**The clock network**

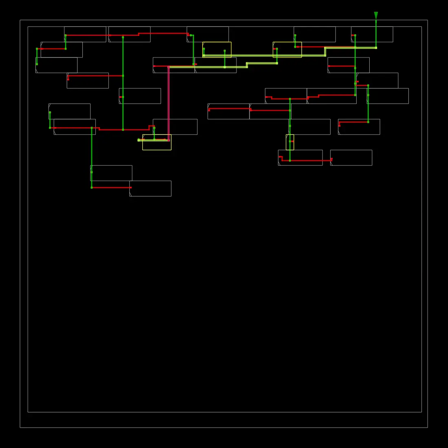
**Cells colored by class**

Drawn at 4 px/um. Fill, decap, tap and diode cells in gray.
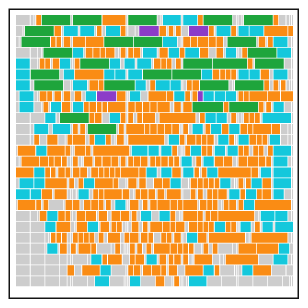
$ cat src/rtl/alu_step_sequencer.sv
// Step-driven accumulator ALU: runs one fixed micro-op each time the program FSM's step count changes.
// Latency: 1 cycle from a newly sampled Count to updated Acc/flags/Result.
// No backpressure: every posedge samples Count; illegal steps set a sticky error and execute nothing.
module alu_step_sequencer #(
  parameter int W = 8
) (
  input  logic         Clk,
  input  logic         Rst,
  input  logic [3:0]   Count,
  input  logic [W-1:0] Din,
  output logic [W-1:0] Acc,
  output logic [W-1:0] Result,
  output logic         ResultValid,
  output logic         Carry,
  output logic         Zero,
  output logic [1:0]   PassCount,
  output logic         Done,
  output logic         Err
);

  // Micro-op bound to each legal step number
  typedef enum logic [2:0] {
    OP_LOAD  = 3'd0,
    OP_ADD   = 3'd1,
    OP_SHL   = 3'd2,
    OP_XOR   = 3'd3,
    OP_AND   = 3'd4,
    OP_OR    = 3'd5,
    OP_SUB   = 3'd6,
    OP_STORE = 3'd7
  } op_t;

  logic [3:0]   count_prev;
  logic         new_step;
  logic         exec;
  op_t          op;
  logic [W-1:0] acc_nxt;
  logic         carry_nxt;
  logic [W:0]   sum_ext;
  logic [W:0]   diff_ext;

  assign new_step = (Count != count_prev);
  assign exec     = new_step && !Count[3];
  assign op       = op_t'(Count[2:0]);
  assign sum_ext  = {1'b0, Acc} + {1'b0, Din};
  assign diff_ext = {1'b0, Acc} - {1'b0, Din};

  // Post-op accumulator and carry for the current step (used only when exec)
  always_comb begin
    acc_nxt   = Acc;
    carry_nxt = Carry;
    case (op)
      OP_LOAD: begin
        acc_nxt   = Din;
        carry_nxt = 1'b0;
      end
      OP_ADD: begin
        acc_nxt   = sum_ext[W-1:0];
        carry_nxt = sum_ext[W];
      end
      OP_SHL: begin
        acc_nxt   = {Acc[W-2:0], 1'b0};
        carry_nxt = Acc[W-1];
      end
      OP_XOR: acc_nxt = Acc ^ Din;
      OP_AND: acc_nxt = Acc & Din;
      OP_OR:  acc_nxt = Acc | Din;
      OP_SUB: begin
        // Borrow out of the W+1-bit difference is exactly Din > Acc
        acc_nxt   = diff_ext[W-1:0];
        carry_nxt = diff_ext[W];
      end
      default: begin
        acc_nxt   = Acc;
        carry_nxt = Carry;
      end
    endcase
  end

  // State update: step history, datapath, result capture and sticky status
  always_ff @(posedge Clk) begin
    if (Rst) begin
      count_prev  <= 4'hF;
      Acc         <= '0;
      Result      <= '0;
      ResultValid <= 1'b0;
      Carry       <= 1'b0;
      Zero        <= 1'b1;
      PassCount   <= 2'd0;
      Done        <= 1'b0;
      Err         <= 1'b0;
    end else begin
      count_prev  <= Count;
      ResultValid <= 1'b0;
      if (Count[3]) begin
        Err <= 1'b1;
      end
      // A repeated step 7 means the FSM has parked; STORE is not re-run
      if (Count == 4'd7 && count_prev == 4'd7) begin
        Done <= 1'b1;
      end
      if (exec) begin
        Acc   <= acc_nxt;
        Carry <= carry_nxt;
        Zero  <= (acc_nxt == '0);
        if (op == OP_STORE) begin
          Result      <= Acc;
          ResultValid <= 1'b1;
          if (PassCount != 2'd3) begin
            PassCount <= PassCount + 2'd1;
          end
        end
      end
    end
  end

endmodule

$ cat config.mk
export PLATFORM = sky130hd
export DESIGN_NAME = alu_step_sequencer
export DESIGN_NICKNAME = d
export VERILOG_FILES = /design/src/rtl/alu_step_sequencer.sv
export SDC_FILE = /design/constraint.sdc
export NUM_CORES = 1
export LEC_CHECK = 0
export ABC_AREA = 1
export CORE_UTILIZATION = 50
export DETAILED_ROUTE_END_ITERATION = 12
export PLACE_DENSITY = 0.87
export REMOVE_ABC_BUFFERS = 1
export SLEW_MARGIN = 20
export SYNTH_ARGS = -nofsm -noshare
export SYNTH_HDL_FRONTEND = slang
export SYNTH_SLANG_ARGS = --single-unit
$ cat constraint.sdc
create_clock -name Clk -period 1.83 [get_ports Clk]
set_input_delay 0.183 -clock Clk [delete_from_list [all_inputs] [get_ports Clk]]
set_output_delay 0.183 -clock Clk [all_outputs]
set_load 0.03 [all_outputs]
==> GITHUB_STEP_SUMMARY <==
### Metrics collected by this job

| Metric | Value |
|---|---|
| Final WS setup | -0.148 ns |
| RD Place Congestion | 0.969 |
| Flops after synth | 27 |
| Net Switching | 0.750 mW |
| Post-synthesis async set-or-reset flop share | 0 |
| Leak Pwr | 1.84 nW |
| Port bufs | 36 |
| R2R setup slack | -0.15 ns |
| Initial antenna violation count | 0 |
| Hold Crit Start | Count[1] |
| Cell Type Count | 36 |
| WHS | 0.384 ns |
| Top post-synthesis cells by count | nand2_1 (99), inv_1 (52), nand3_1 (52) |
| Largest net degree at the start of global routing | 20 |
| OpenROAD warning count | 43 |
| Top-count cell post-synth | nand2_1 |
| DR pass1 iterations | 5 |
| Sum of net half-perimeters after detailed placement | 6.37 mm |
| Sw frac | 0.385 |
| Critical path arrival | 2.20 ns |
| Hold EP | count_prev[1]$_SDFF_PP1_ |
| Final ANT Viol Nets | 0 |
| Vias in the first global route | 2924 |
| Reg2reg start | Acc[0]$_SDFFE_PP0P_ |
| DIE WIDTH | 71.9 um |
| Clock power share | 0.174 |
| Failing checks | setup timing |
| Power per standard cell area | 525 nW/um2 |
| CTS Hold Buffers Added | 0 |
| Outcome | finished, violations left |
| Comb pwr | 0.971 mW |
| Combinational Power Share | 0.498 |
| Tot GR Track Use | 0.327 |
| Synth Cell Area | 2440 um2 |
| Average size of a mapped cell | 6.29 um2 |
| FP Util | 0.517 |
| Drt total wl | 8.43 mm |
| Fill count | 325 |
| Clk pin slew, worst setup/hold paths | 0.09 ns |
| Final Max Tran Viols | 0 |
| Warnings from Yosys | 0 |
| First-pass GRT wire length | 13.4 mm |
| Vias per Instance | 5.38 |
| Tightest Pin Transition | 0.484 ns |
| Cell taking the most area after synthesis | dfxtp_1 |
| Layout cells sized above 1 | 0.324 |
| DR vias | 3034 |
| Root Buffer Master | clkbuf_8 |
| Layout overhead on the synthesized area | 52.0% |
| Power, Total | 1.95 mW |
| ANT cells | 0 |
| Buffer depth of the longest clock path | 2 |
| Final setup vio count | 5 |
| Worst Setup End Kind | flip-flop |
| # IOs | 37 |
| Relative slew slack | 0.676 |
| Max VDD drop | 0.000409 V |
| Syn Inst Count | 388 |
| Final min period | 1.98 ns |
| Worst r2r path cells | 15 |
| R2r endpoint | Zero$_SDFFE_PP1P_ |
| Setup CP Type | reg -> reg |
| Seq pwr | 0.641 mW |
| CP Max Fanout | 3 |
| Synth Flop Type | dfxtp_1 |
| Top cells by area | dfxtp_1 (22%), nand2_1 (15%), ha_1 (13%) |
| Clk ins delay skew pair | 0.27 ns |
| WHS Path Cells | 3 |
| EDFF count, synth | 0 |
| Seq share, synth | 0.221 |
| Avg WL per Cell | 14.9 um |
| Seq pwr share | 0.329 |
| DRC violation count after routing | 0 |
| Fmax | 506 MHz |
## Picture notes: 'the clock network'
clk pwr: 0.339 mW
CTS buffer count: 3
clock buffer count: 4
Setup Skew: 0.00179 ns
registers: 27

## Picture notes: 'cells colored by class'
Key: green = flip-flops [cells 27, share of their area 15%]; purple = clock drivers and dummy loads [cells 4, share of their area 1.2%]; orange = all other logic [cells 349, share of their area 56%]; cyan = other buffers and delay cells [cells 117, share of their area 28%]
Finished Cell Area: 3710 um2
final core occ: 0.786
Core Region: 4720 um2
Core Rows: 25
Seq/total area: 0.147

## per-stage QoR
stage	cells	TNS (ns)	utilization	instance area [um2]	worst slack (ns)
6_report	564	-0.277	0.786	3710	-0.148
5_1_grt	564	-0.733	0.786	3710	-0.245
4_1_cts	561	-0.266	0.744	3510	-0.0851
3_5_place_dp	557	-5.60	0.722	3410	-0.455
3_3_place_gp	557	-4.51	0.722	3410	-0.409
2_1_floorplan	376	-0.875	-	2370	-0.206
## cells by family after synthesis
| logic type | after synthesis | synth area share |
|---|---|---|
| AOI/OAI and AO/OA | 49 | 0.118 |
| buffers and inverters | 70 | 0.122 |
| xor gates and xnor gates | 2 | 0.0102 |
| DFF | 27 | 0.221 |
| and+or+nand+nor | 213 | 0.383 |
| adders and majority gates | 27 | 0.144 |
## sequential cells by signal (all words and copies together) (netlist names)
name and count:
Acc 8, Carry 1, Done 1, Err 1, PassCount 2, Result 8
ResultValid 1, Zero 1, count_prev 4
## what timing repair did
| action | in CTS | in global routing |
|---|---|---|
| buffers inserted | 0 | 3 |
| hold endpoints to repair | 0 | 0 |
| pin swaps | 3 | 27 |
| resized | 14 | 64 |
| setup endpoints to repair | 9 | 14 |
## cells in the final DEF (no fill, tap or decap), drive strengths merged, types with 4 or more instances in the layout
cell type and count:
dfxtp 27, clkdlybuf4s50 28, o21ai 19, dlymetal6s2s 7, clkbuf 4, inv 57, nand2 102, nand3 52
ha 25, nor2 45, a21oi 20, nand4 8, buf 81, o211ai 4
## area by class of cell
cell class | instances | area (um2) | share of cell area
clock buffers | 4 | 45.0 | 0.0121
inverters | 58 | 228 | 0.0613
multi-input cells | 291 | 1810 | 0.487
flip-flops and latches | 27 | 547 | 0.147
well taps | 67 | 83.8 | 0.0226
repair buffers | 117 | 1000 | 0.270
## layer usage
metal	track usage	part of all wire	up-vias
met3	0.0556	0.079	33
met5	0	0	-
li1	-	-	1461
met4	0.0980	0.031	0
met2	0.569	0.49	155
met1	0.414	0.40	1385
## critical path, cell delays in order (launching register included)
cell	delay, ns
dfxtp_4	0.38
inv_4	0.06
ha_4	0.13
inv_4	0.04
fa_2	0.38
inv_2	0.06
nand2_1	0.04
nand3_1	0.08
nand2_1	0.05
nor2_1	0.13
nand3_1	0.12
nor2_1	0.15
nand3_1	0.10
nor2_1	0.10
nand3_1	0.07
nand2_1	0.05
## worst max path at each step
stage / startpoint / depth (start not counted) / endpoint
6_report: Acc[0]$_SDFFE_PP0P_ / 15 / Zero$_SDFFE_PP1P_
5_1_grt: Acc[0]$_SDFFE_PP0P_ / 15 / Zero$_SDFFE_PP1P_
3_3_place_gp: Din[0] / 15 / Zero$_SDFFE_PP1P_
4_1_cts: Acc[0]$_SDFFE_PP0P_ / 14 / Zero$_SDFFE_PP1P_
2_1_floorplan: Acc[0]$_SDFFE_PP0P_ / 14 / Zero$_SDFFE_PP1P_
3_5_place_dp: Din[0] / 15 / Zero$_SDFFE_PP1P_
Power is estimated from default activity; no workload was simulated.
